--- src/rtl/tt_sweep_pkg.sv ---
// Shared definitions for the truth-table sweeper: FSM state encoding and
// expected truth tables for the two-input gate cells.
package tt_sweep_pkg;

    typedef enum logic [1:0] {
        IDLE  = 2'd0,
        APPLY = 2'd1,
        CHECK = 2'd2,
        DONE  = 2'd3
    } sweep_state_t;

    // Bit i is the expected gate output for input vector i (MSB of the vector = input A).
    localparam logic [3:0] TT_NOR  = 4'b0001;
    localparam logic [3:0] TT_OR   = 4'b1110;
    localparam logic [3:0] TT_AND  = 4'b1000;
    localparam logic [3:0] TT_NAND = 4'b0111;
    localparam logic [3:0] TT_XOR  = 4'b0110;

endpackage

--- src/rtl/truth_table_sweeper_if.sv ---
// Control/status bundle of the truth-table sweeper: the controller side is the
// master, the sweeper itself is the slave.
interface truth_table_sweeper_if #(
    parameter int N_IN = 2
);

    logic            start;
    logic            busy;
    logic            done;
    logic            pass;
    logic [N_IN:0]   err_count;
    logic            err_valid;
    logic [N_IN-1:0] first_err_idx;

    modport master (
        output start,
        input  busy, done, pass, err_count, err_valid, first_err_idx
    );

    modport slave (
        input  start,
        output busy, done, pass, err_count, err_valid, first_err_idx
    );

endinterface

--- src/rtl/truth_table_sweeper_settle_timer.sv ---
// Settle-window counter: counts enabled cycles from zero and flags the last
// cycle of the window (cnt == SETTLE-1).
module settle_timer #(
    parameter int SETTLE = 2
) (
    input  logic clk,
    input  logic rst_n,
    input  logic clear,
    input  logic enable,
    output logic tc
);

    localparam int W = (SETTLE > 1) ? $clog2(SETTLE) : 1;

    logic [W-1:0] cnt;

    always_ff @(posedge clk) begin
        if (!rst_n || clear) begin
            cnt <= '0;
        end else if (enable) begin
            cnt <= cnt + W'(1);
        end
    end

    assign tc = (cnt == W'(SETTLE - 1));

endmodule

--- src/rtl/truth_table_sweeper.sv ---
// Drives every input vector to a gate cell in ascending order, holds it for a
// settle window, then compares the sampled output against the expected table.
module truth_table_sweeper
    import tt_sweep_pkg::*;
#(
    parameter int                 N_IN   = 2,
    parameter int                 SETTLE = 2,
    parameter logic [2**N_IN-1:0] EXPECT = (2**N_IN)'(TT_NOR)
) (
    input  logic                  clk,
    input  logic                  rst_n,
    truth_table_sweeper_if.slave  ctl,
    output logic [N_IN-1:0]       stim_o,
    input  logic                  dut_y_i
);

    // One extra bit so the last-vector compare never wraps to zero.
    localparam logic [N_IN:0] LAST_VEC = (N_IN + 1)'(2**N_IN - 1);

    sweep_state_t    state;
    sweep_state_t    state_next;
    logic [N_IN:0]   vec;
    logic [N_IN:0]   err_count;
    logic            err_valid;
    logic [N_IN-1:0] first_err_idx;
    logic            pass;
    logic            settle_tc;
    logic            timer_clear;
    logic            timer_en;
    logic            last_vec;
    logic            mismatch;
    logic            busy;
    logic            done;
    logic [N_IN-1:0] stim;

    settle_timer #(
        .SETTLE (SETTLE)
    ) u_settle_timer (
        .clk    (clk),
        .rst_n  (rst_n),
        .clear  (timer_clear),
        .enable (timer_en),
        .tc     (settle_tc)
    );

    assign last_vec = (vec == LAST_VEC);
    assign mismatch = (dut_y_i != EXPECT[vec[N_IN-1:0]]);

    always_ff @(posedge clk) begin
        if (!rst_n) begin
            state <= IDLE;
        end else begin
            state <= state_next;
        end
    end

    always_comb begin
        state_next  = state;
        stim        = '0;
        busy        = 1'b1;
        done        = 1'b0;
        timer_clear = 1'b1;
        timer_en    = 1'b0;
        case (state)
            IDLE: begin
                busy = 1'b0;
                if (ctl.start) begin
                    state_next = APPLY;
                end
            end
            APPLY: begin
                stim        = vec[N_IN-1:0];
                timer_clear = 1'b0;
                timer_en    = 1'b1;
                if (settle_tc) begin
                    state_next = CHECK;
                end
            end
            CHECK: begin
                stim       = vec[N_IN-1:0];
                state_next = last_vec ? DONE : APPLY;
            end
            DONE: begin
                done       = 1'b1;
                state_next = IDLE;
            end
            default: begin
                state_next = IDLE;
            end
        endcase
    end

    // Results are cleared only when a sweep is accepted, so they stay readable after DONE.
    always_ff @(posedge clk) begin
        if (!rst_n) begin
            vec           <= '0;
            err_count     <= '0;
            err_valid     <= 1'b0;
            first_err_idx <= '0;
            pass          <= 1'b0;
        end else begin
            case (state)
                IDLE: begin
                    if (ctl.start) begin
                        vec           <= '0;
                        err_count     <= '0;
                        err_valid     <= 1'b0;
                        first_err_idx <= '0;
                        pass          <= 1'b0;
                    end
                end
                CHECK: begin
                    if (mismatch) begin
                        err_count <= err_count + (N_IN + 1)'(1);
                        if (!err_valid) begin
                            first_err_idx <= vec[N_IN-1:0];
                            err_valid     <= 1'b1;
                        end
                    end
                    if (!last_vec) begin
                        vec <= vec + (N_IN + 1)'(1);
                    end
                end
                DONE: begin
                    pass <= (err_count == '0);
                end
                default: begin
                end
            endcase
        end
    end

    assign stim_o            = stim;
    assign ctl.busy          = busy;
    assign ctl.done          = done;
    assign ctl.pass          = pass;
    assign ctl.err_count     = err_count;
    assign ctl.err_valid     = err_valid;
    assign ctl.first_err_idx = first_err_idx;

endmodule

--- src/flat_wrapper.sv ---
// flat-port wrapper written by rule: the top's interface ports become plain ports
module truth_table_sweeper_flat import tt_sweep_pkg::*;
#(
    parameter int                 N_IN   = 2,
    parameter int                 SETTLE = 2,
    parameter logic [2**N_IN-1:0] EXPECT = (2**N_IN)'(TT_NOR)
)
  (clk, rst_n, stim_o, dut_y_i, ctl_start, ctl_busy, ctl_done, ctl_pass, ctl_err_count, ctl_err_valid, ctl_first_err_idx);
  truth_table_sweeper_if #(.N_IN(N_IN)) ctl_i ();
  input  logic clk;
  input  logic rst_n;
  output logic [N_IN-1:0] stim_o;
  input  logic dut_y_i;
  input wire logic [$bits(ctl_i.start)-1:0] ctl_start;
  output wire logic [$bits(ctl_i.busy)-1:0] ctl_busy;
  output wire logic [$bits(ctl_i.done)-1:0] ctl_done;
  output wire logic [$bits(ctl_i.pass)-1:0] ctl_pass;
  output wire logic [$bits(ctl_i.err_count)-1:0] ctl_err_count;
  output wire logic [$bits(ctl_i.err_valid)-1:0] ctl_err_valid;
  output wire logic [$bits(ctl_i.first_err_idx)-1:0] ctl_first_err_idx;
  assign ctl_i.start = ctl_start;
  assign ctl_busy = ctl_i.busy;
  assign ctl_done = ctl_i.done;
  assign ctl_pass = ctl_i.pass;
  assign ctl_err_count = ctl_i.err_count;
  assign ctl_err_valid = ctl_i.err_valid;
  assign ctl_first_err_idx = ctl_i.first_err_idx;
  truth_table_sweeper #(.N_IN(N_IN), .SETTLE(SETTLE), .EXPECT(EXPECT)) u_core (.clk(clk), .rst_n(rst_n), .ctl(ctl_i), .stim_o(stim_o), .dut_y_i(dut_y_i));
endmodule
--- config.mk ---
export PLATFORM = sky130hd
export DESIGN_NAME = truth_table_sweeper_flat
export DESIGN_NICKNAME = d
export VERILOG_FILES = /design/src/rtl/tt_sweep_pkg.sv /design/src/rtl/truth_table_sweeper_if.sv /design/src/rtl/truth_table_sweeper_settle_timer.sv /design/src/rtl/truth_table_sweeper.sv /design/src/flat_wrapper.sv
export SDC_FILE = /design/constraint.sdc
export NUM_CORES = 1
export LEC_CHECK = 0
export CORE_MARGIN = 4
export CORE_UTILIZATION = 25
export DETAILED_ROUTE_END_ITERATION = 6
export PLACE_DENSITY = 0.48
export SLEW_MARGIN = 10
export SYNTH_ARGS = -nofsm -noshare
export SYNTH_HDL_FRONTEND = slang
export SYNTH_HIERARCHICAL = 1
export SYNTH_SLANG_ARGS = --single-unit
--- constraint.sdc ---
create_clock -name clk -period 4.15 [get_ports clk]
set_input_delay 0.415 -clock clk [delete_from_list [all_inputs] [get_ports clk]]
set_output_delay 0.415 -clock clk [all_outputs]
set_load 0.05 [all_outputs]
Fig. 1: run 1, supply network
Bar = 20 um. Pins as bars on the die edge.
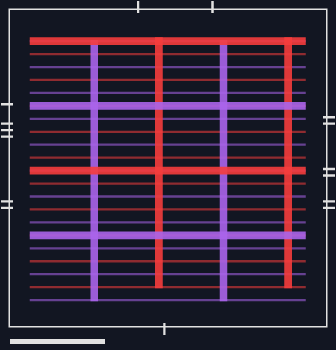
colour	net
purple	VSS
red	VDD
met4 straps	4
met5 straps	4
met1 rails	21

Fig. 2: run 1, routed metal, one colour a layer
Bar = 20 um. Two of the layers only.
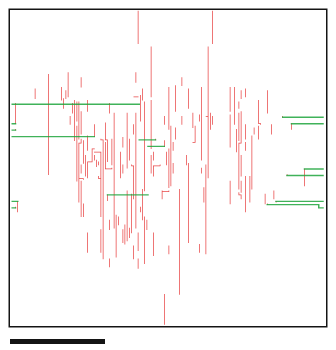
colour	layer	wire length
green	met3	112 um
red	met2	751 um

==> summary.txt, run 1 <==
Synthesis and PnR results.

- Looking at the clock tree report, the H-tree level count equals 1.
- Summed over all layers, the global routing overflow is 0.
- The power after layout is 0.481 mW.
- The maximum number of pins on one net before global-route repair is 19.
- The kind of start point of the critical path is a flop.
- The DRC violations left reads 0.
- The number of warnings reported in the stage logs is 33.
- In this run the clock root is driven by a clkbuf_4.
- The number of input and output port buffers inserted is 14.
- The via count of the first global-routing pass is 714.
- Before CTS, the worst setup slack after placement is 2.03 ns.
- The congestion estimate from routability-driven global placement came to 0.710.
- The clock passes through at most 2 buffers.
- The number of endpoints with negative hold slack in the final report reads 0.
- Looking at the power breakdown, combinational cells take 51.8% of the total.
- In the final layout, the share of cells above drive strength 1 is 6.48%.
- The yosys synthesis warning count reads 6.
- The routed wire length per instance is 11.5 um.
- The total combinational power reads 0.249 mW.
- STA shows the worst reg2reg path with a cell count of 5.
- The first-pass GRT wire length is 3170 um.
- Setup repair after global routing left no endpoint under its margin.
- IR analysis of the VDD net gives a maximum drop of 0.000176 V.
- The total nets after synthesis reads 109.
- Across all checked pins, the minimum headroom to the slew limit is 59.9%.
- The number of search-and-repair iterations in the first detailed-routing pass reads 4.
- The run finished with clean final reports.
- The actual transition at the worst max-transition pin reads 0.600 ns.
- The setup slack of the most critical reg-to-reg path is 2.38 ns.
- The switching portion of total power comes to 42.3%.
- According to the floorplan report, the die height is 66.4 um.
- The critical path starts at u_core/state[1].
- Clock tree synthesis inserted a total of 3 buffers.
- Summed over all failing endpoints, the final setup total negative slack is 0 ns.
- The area of the die is 4410 um2.
- The worst register-to-register path ends at u_core/ctl.err_count[2].
- The routed layout has 693 vias.
- The flow reports that the clock network draws 17.3% of the design power.
- The number of DRC markers after the initial detailed-route iteration reads 34.
- Per the detail_route report, vias per standard cell equal 4.56.
- Post-CTS timing repair inserted 0 buffers for setup.
- The ratio of total power to cell area is 455 nW/um2.
- The number of gates resized after CTS is 0.
- STA reports the tightest min-delay check as being of type reg2reg.
- The fraction of registers with async set/reset reads 0%.
- The worst clock skew is 0.00400 ns.
- For this run, the register share of the synthesized area comes to 30.5%.
- After detailed routing, the total wire length is 1760 um.
- The required time at the endpoint of the critical path reads 3.73 ns.
- The worst hold slack reads 0.465 ns.
- The number of antenna violations at the first check in global routing is 0.
- The maximum net fanout on the critical path reads 6.
- The script extracted a total leakage power of 0.388 nW.
Fig. 3: run 1, placed cells, one colour a class
Fill, decap, tap and diode cells in grey.
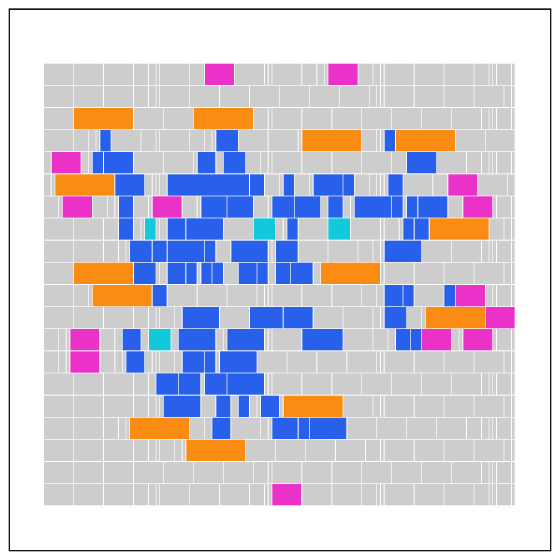
colour	class	cells	share of their area
cyan	clock drivers and dummy loads	4	2.6%
magenta	other buffers and delay cells	14	14%
blue	all other logic	77	57%
orange	flip-flops	13	26%

## run 1: Yosys cell counts (2+ instances only)
master	number	area (um2)
a21boi_0	4	30.0
a21boi_1	2	15.0
and2_1	4	25.0
buf_2	2	10.0
clkbuf_1	2	7.51
dfxtp_1	13	260
ha_1	11	138
inv_1	11	41.3
mux2i_1	5	50.1
nand2_1	7	26.3
nand3_1	4	20.0
nand4_1	2	12.5
nor2_1	2	7.51
o21ai_0	5	25.0
or4_1	3	22.5
xnor2_1	2	17.5
## run 1: worst min-delay path: stages (launching register included)
cell and delay, ns:
dfxtp_1 0.32, nand2_1 0.05, mux2i_1 0.05
## run 1: kinds of logic after synthesis
family          Yosys count  synth area share [%]
compound gates           18                  16.9
mux                       6                  7.20
xor+xnor                  3                  3.08
flops                    13                  30.5
simple gates             28                  19.2
fa+ha+maj                11                  16.2
buf+inv                  15                  6.90
## run 1: metrics by stage
stage	instance area [um2]	utilization [%]
3_5_place_dp	1030	32.7
2_1_floorplan	852	-
3_3_place_gp	1030	32.7
5_1_grt	1060	33.5
4_1_cts	1060	33.5
6_report	1060	33.5
## run 1: worst max path at each step
| stage | to | cells past startpoint |
|---|---|---|
| after detailed placement | stim_o[1] | 4 |
| after global routing | stim_o[1] | 4 |
| after floorplan | u_core/state[0] | 5 |
| after global placement | stim_o[1] | 4 |
| final | stim_o[1] | 4 |
| after CTS | stim_o[1] | 4 |
## run 1: layer usage
metal	track usage [%]	share of wire (%)	up-vias
met2	14.3	43	14
li1	-	-	359
met4	2.54	0.97	0
met3	4.08	6.3	4
met1	12.2	50	316
met5	0	0	-
## run 1: cell type report
class,instances,area [um2]
tap,44,55.1
sequential,13,260
multi-input combinational,66,533
timing repair buffer,14,140
clock buffer,4,26.3
fill,358,2100
inverter,11,41.3
Fig. 4: run 1, clock routing
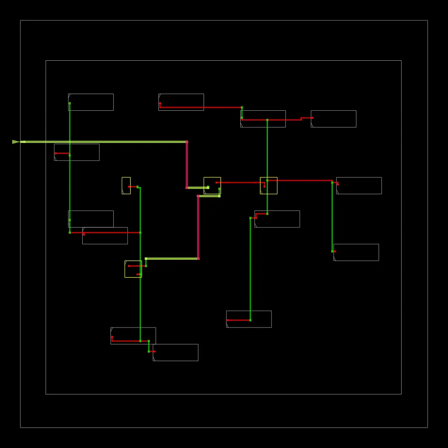

==> run 1 -> run 2 <==
==> constraint.sdc (replaced) <==
create_clock -name clk -period 2.5 [get_ports clk]
set_input_delay 0.25 -clock clk [delete_from_list [all_inputs] [get_ports clk]]
set_output_delay 0.25 -clock clk [all_outputs]
set_load 0.05 [all_outputs]
Fig. 5: run 2, clock routing
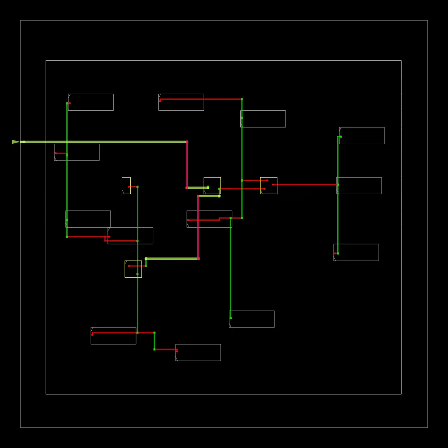
P_clk: 0.139 mW
Fin Clk Skew: 0.00336 ns
clock insertion delay at the later pin of the skew report: 0.28 ns
sequential cells: 13
Clock Buffer Count: 4

Fig. 6: run 2, placed cells, one colour a class
Fill, decap, tap and diode cells in grey.
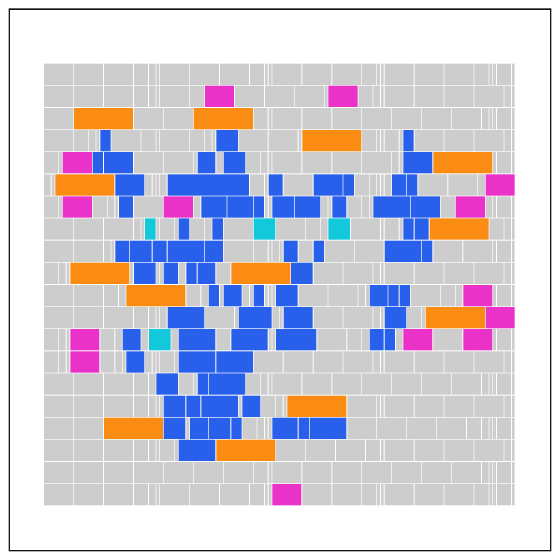
colour	class	cells	share of their area
cyan	clock drivers and dummy loads	4	2.6%
orange	flip-flops	13	26%
magenta	other buffers and delay cells	14	14%
blue	all other logic	77	57%

==> run 2 against run 1 <==
Net effect: power is 66% higher; synthesized cell count stayed put; hold slack worse by 0.00052 ns; routed wire length up 2.0%; cell count unchanged; count of clock-buffer cells in the layout is the same; clock skew decreased by 0.00064 ns; critical endpoint unchanged; sequential share of layout area unchanged; combinational power rose by 66%; first-iteration DRC count is 62% lower.
==> summary.txt, run 2 <==
Synthesis and PnR results.

- The final weighted congestion of routability-driven global placement is 0.710 (about the same).
- The ratio of total power to cell area is 757 nW/um2 (+66%).
- The fraction of registers with async set/reset is 0% (unchanged).
- The run finished with clean final reports.
- Yosys shows that the main logic family after synthesis is simple AND/OR/NAND/NOR gates.
- The total nets after synthesis is 109 (unchanged).
- The kind of start point of the critical path is a flop.
- Setup repair after global routing left no endpoint under its margin.
- The area of the die reads 4410 um2 (unchanged).
- By area the synthesized netlist is led by dfxtp_1, ha_1, mux2i_1.
- The number of instances in the synthesized netlist reads 94.
- The number of warnings in the stage logs reads 33 (unchanged).
- The worst hold slack is 0.465 ns (-0.000520 ns).
- The area share of and/or/nand/nor cells after synthesis is 19.2% (unchanged).
- The maximum net fanout on the critical path is 6 (unchanged).
- The y dimension of the die came to 66.4 um (unchanged).
- The maximum number of pins on one net before global-route repair is 19 (unchanged).
- Looking at the clock tree report, the root buffer type is clkbuf_4.
- The number of DRC markers after the initial detailed-route iteration came to 13 (-62%).
- The classification of the worst-slack hold path reads reg2reg.
- The share of the synthesized area in the top cell type was 30.5% (unchanged).
- The setup TNS after final layout reads 0 ns (unchanged).
- The worst ir drop on vdd reads 0.000298 V (+69%).
- The max-slew headroom at the worst pin is 59.2% (-0.68 points).
- The share of post-route cells with drive strength above 1 is 6.48% (unchanged).
- The sequential cell area reads 260 um2 (unchanged).
- The actual transition at the worst max-transition pin reads 0.610 ns (+0.0101 ns).
- The met3 global-route usage reads 4.08% (unchanged).
- The detail-routed via count per cell reads 4.49 (-1.6%).
- The required time at the endpoint of the critical path was 2.25 ns (-1.48 ns).
- The logic area reads 533 um2 (unchanged).
- The leakage power total reads 0.388 nW (unchanged).
- The number of gates resized after CTS is 0 (unchanged).
- The level count of the clock H-tree reads 1 (unchanged).
- The met1 track demand over resource is 12.1% (-0.13 points).
- The via total after detailed routing reads 682 (-1.6%).
- The number of fill cells in the layout is 358 (unchanged).
- The DRC violations left was 0 (unchanged).
- The total detailed-routing wirelength is 1790 um (+2.0%).
- By count the netlist is led by dfxtp_1, ha_1, inv_1, nand2_1.
- The met2 global-route usage is 15.0% (+0.74 points).
- The cell type contributing the most total cell area after synthesis is dfxtp_1.
- The number of search-and-repair iterations in the first detailed-routing pass is 4 (unchanged).
- The total clock buffers created by CTS is 3 (unchanged).
- The critical path data arrival time is 2.03 ns.
- The area fraction in compound gates after synthesis reads 16.9% (unchanged).
- The number of ports placed on the die boundary is 15.
- The remaining global-route overflow reads 0 (unchanged).
- The power after layout reads 0.799 mW (+66%).
- The sequential area share after synthesis is 30.5% (unchanged).
- The maximum buffer depth of the clock tree came to 2 (unchanged).
- The mux contribution to synthesized area is 7.20% (unchanged).
-- run 2: cell counts in the layout (fill, tap and decap cells not counted) --
Identical to the previous run, type by type.
-- run 2: routing by layer --
layer	wire, um	vias up
met1	897	308
met2	762	16
met3	112	4
li1	-	354
met5	0	-
met4	17	0
-- run 2: cells by family after synthesis --
family,count (synthesis)
flops,13
fa+ha+maj,11
mux,6
xor+xnor,3
buf+inv,15
compound gates,18
simple gates,28
-- run 2: area by class of cell --
cell class	instances	area share, %
Timing Repair Buffer	14	13.3
Tap cell	44	5.21
Sequential cell	13	24.6
Inverter	11	3.91
Clock buffer	4	2.49
Multi-Input combinational cell	66	50.5
-- run 2: worst max-delay path: cells and delay by family (launching register included) --
| family | cells | cell delay, ns |
|---|---|---|
| simple gates | 1 | 0.12 |
| buf+inv | 2 | 0.91 |
| flops | 1 | 0.42 |
| fa+ha+maj | 1 | 0.29 |
-- run 2: worst paths after layout --
check / from / to / slack, ns / depth (start not counted)
max reg2reg: u_core/state[0] / u_core/ctl.err_count[2] / 0.71 / 5
min reg2reg: u_core/ctl.first_err_idx[1] / u_core/ctl.first_err_idx[1] / 0.46 / 2
min: u_core/ctl.first_err_idx[1] / u_core/ctl.first_err_idx[1] / 0.46 / 2
max: u_core/state[1] / stim_o[1] / 0.22 / 4
-- run 2: through the flow --
step	util [%]	cell area, um2	worst slack (ns)
6_report	33.5	1060	0.223
5_1_grt	33.5	1060	0.135
4_1_cts	33.5	1060	0.200
3_5_place_dp	32.7	1030	0.538
3_3_place_gp	32.7	1030	0.570
2_1_floorplan	-	852	0.898
-- run 2: report_power, final --
part / total [mW] / internal [mW] / switching (mW)
sequential: 0.247 / 0.228 / 0.0194
combinational: 0.413 / 0.170 / 0.243
clock: 0.139 / 0.0620 / 0.0766
total: 0.799 / 0.460 / 0.339
Fig. 7: run 2, routed metal, one colour a layer
Bar = 20 um. Two of the layers only.
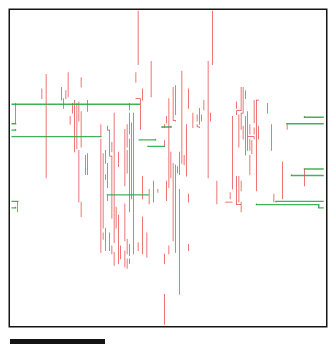

==> run 2 -> run 3 <==
--- a/config.mk
+++ b/config.mk
@@ -5,6 +5,7 @@
 export SDC_FILE = /design/constraint.sdc
 export NUM_CORES = 1
 export LEC_CHECK = 0
+export CAP_MARGIN = 20
 export CORE_MARGIN = 4
 export CORE_UTILIZATION = 25
 export DETAILED_ROUTE_END_ITERATION = 6
==> constraint.sdc (replaced) <==
create_clock -name clk -period 2.92 [get_ports clk]
set_input_delay 0.292 -clock clk [delete_from_list [all_inputs] [get_ports clk]]
set_output_delay 0.292 -clock clk [all_outputs]
set_load 0.05 [all_outputs]
Fig. 8: run 3, routed metal, one colour a layer
Bar = 20 um. Two of the layers only.
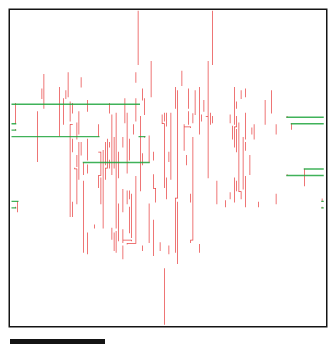
colour	layer	wire length
red	met2	741 um
green	met3	89.2 um

==> run 3 against run 2 <==
Net effect: sequential share of layout area unchanged; clock power decreased by 19%; clock skew increased by 0.0044 ns; design area unchanged; count of clock-buffer cells in the layout unchanged.
==> summary.txt, run 3 <==
Synthesis and PnR results.

- The insertion delay at the late pin of the worst-skew pair is 0.28 ns (about the same).
- The y dimension of the die reads 66.4 um (unchanged).
- In the hold report, the worst path ends at u_core/ctl.first_err_idx[1].
- The level count of the clock H-tree reads 1 (unchanged).
- The root buffer cell reads clkbuf_4.
- The sequential area share after synthesis reads 30.5% (unchanged).
- The number of warnings in the stage logs is 33 (unchanged).
- The maximum number of pins on one net before global-route repair reads 19 (unchanged).
- The combined buffer and inverter count along the critical path reads 2 (unchanged).
- The worst hold slack is 0.465 ns (+0.000570 ns).
- STA lists the endpoint of the worst register-to-register path as u_core/ctl.err_count[2].
- The setup slack of the most critical reg-to-reg path reads 1.15 ns (+0.44 ns).
- The power share of the clock group is 16.6% (-0.7 points).
- The required time at the endpoint of the critical path is 2.63 ns (+0.38 ns).
- The part of the power in registers is 31.2% (+0.3 points).
- The reg-to-reg critical path startpoint is u_core/state[0].
- The number of DRC markers after the initial detailed-route iteration reads 16 (+3).
- The fraction of registers with async set/reset was 0% (unchanged).
- The max-slew headroom at the worst pin reads 60.4% (+1.2 points).
- The number of instances in the synthesized netlist was 94 (unchanged).
- The group drawing the most power reads combinational cells.
- The total detailed-routing wirelength was 1750 um (-2.4%).
- The ratio of total power to cell area is 643 nW/um2 (-15%).
- The number of search-and-repair iterations in the first detailed-routing pass reads 4 (unchanged).
- The switching share of total power is 41.9% (-0.51 points).
- The worst clock skew is 0.00779 ns (+0.00444 ns).
- The remaining global-route overflow came to 0 (unchanged).
- The total sequential power was 0.212 mW (-14%).
- The cell class contributing the biggest share of worst-path delay is buffers and inverters.
- The detail-routed via count per cell reads 4.43 (-1.2%).
- The classification of the worst-slack hold path reads reg2reg.
- The critical path data arrival time is 2.02 ns (about the same).
- The clock group total power reads 0.113 mW (-19%).
- The internal power summed over all cells reads 0.394 mW (-14%).
- The total clock buffers created by CTS is 3 (unchanged).
- The commonest cells after synthesis are dfxtp_1, ha_1, inv_1, nand2_1.
- The largest total area in the synthesized netlist belongs to dfxtp_1.
- The run finished with clean final reports.
- The fraction of power consumed by combinational cells was 52.2% (+0.5 points).
- The total combinational power was 0.355 mW (-14%).
- The share of the synthesized area in the top cell type was 30.5% (unchanged).
- The worst ir drop on vdd came to 0.000186 V (-38%).
Fig. 9: run 3, clock distribution
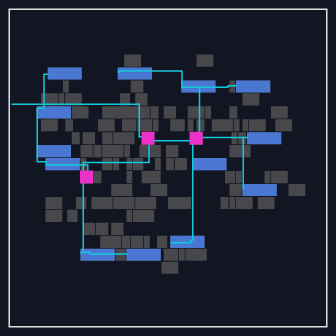
[cyan] clock wires | length: 213 um
[magenta] cells driving clock nets | count: 3
[blue] flip-flops | count: 13
routed clock nets	4

==> run 3: cell counts after synthesis <==
Identical to the previous run, type by type.
==> run 3: worst max path at each step <==
stage,to,startpoint
2_1_floorplan,u_core/state[0],u_core/state[1]
6_report,stim_o[0],u_core/state[1]
5_1_grt,stim_o[1],u_core/state[1]
4_1_cts,stim_o[0],u_core/state[1]
3_5_place_dp,stim_o[0],u_core/state[1]
3_3_place_gp,stim_o[1],u_core/state[1]
==> run 3: metrics by stage <==
stage / total power, mW / utilization (%) / cells / instance area, um2 / setup WS, ns
after floorplan: 0.495 / - / 94 / 852 / 1.32
after global placement: 0.573 / 32.7 / 148 / 1030 / 0.948
after detailed placement: 0.575 / 32.7 / 148 / 1030 / 0.915
after CTS: 0.696 / 33.5 / 152 / 1060 / 0.590
after global routing: 0.734 / 33.5 / 152 / 1060 / 0.482
final: 0.679 / 33.5 / 152 / 1060 / 0.606
==> run 3: per-layer routing <==
metal  global-route usage [%]  wire length (um)  up-vias
met5                        0                 0        -
met4                     1.52                 6        0
met3                     3.91                89        2
met2                     13.9               740       14
met1                     12.8               910      301
li1                         -                 -      357
==> run 3: cell type report <==
cell class,instances,area [um2]
timing repair buffer,14,140
inverter,11,41.3
tap,44,55.1
fill,355,2100
clock buffer,4,26.3
multi-input combinational,66,533
sequential,13,260
==> run 3: kinds of logic (layout without fill, tap and decap cells) <==
family	after synthesis	after routing	synth area share, %
xor gates and xnor gates	3	3	3.08
adders and majority gates	11	11	16.2
AOI/OAI and AO/OA	18	18	16.9
DFF	13	13	30.5
muxes	6	6	7.20
buffers and inverters	15	29	6.90
and+or+nand+nor	28	28	19.2
No activity file was given, so power comes from the tool's default toggle rates.
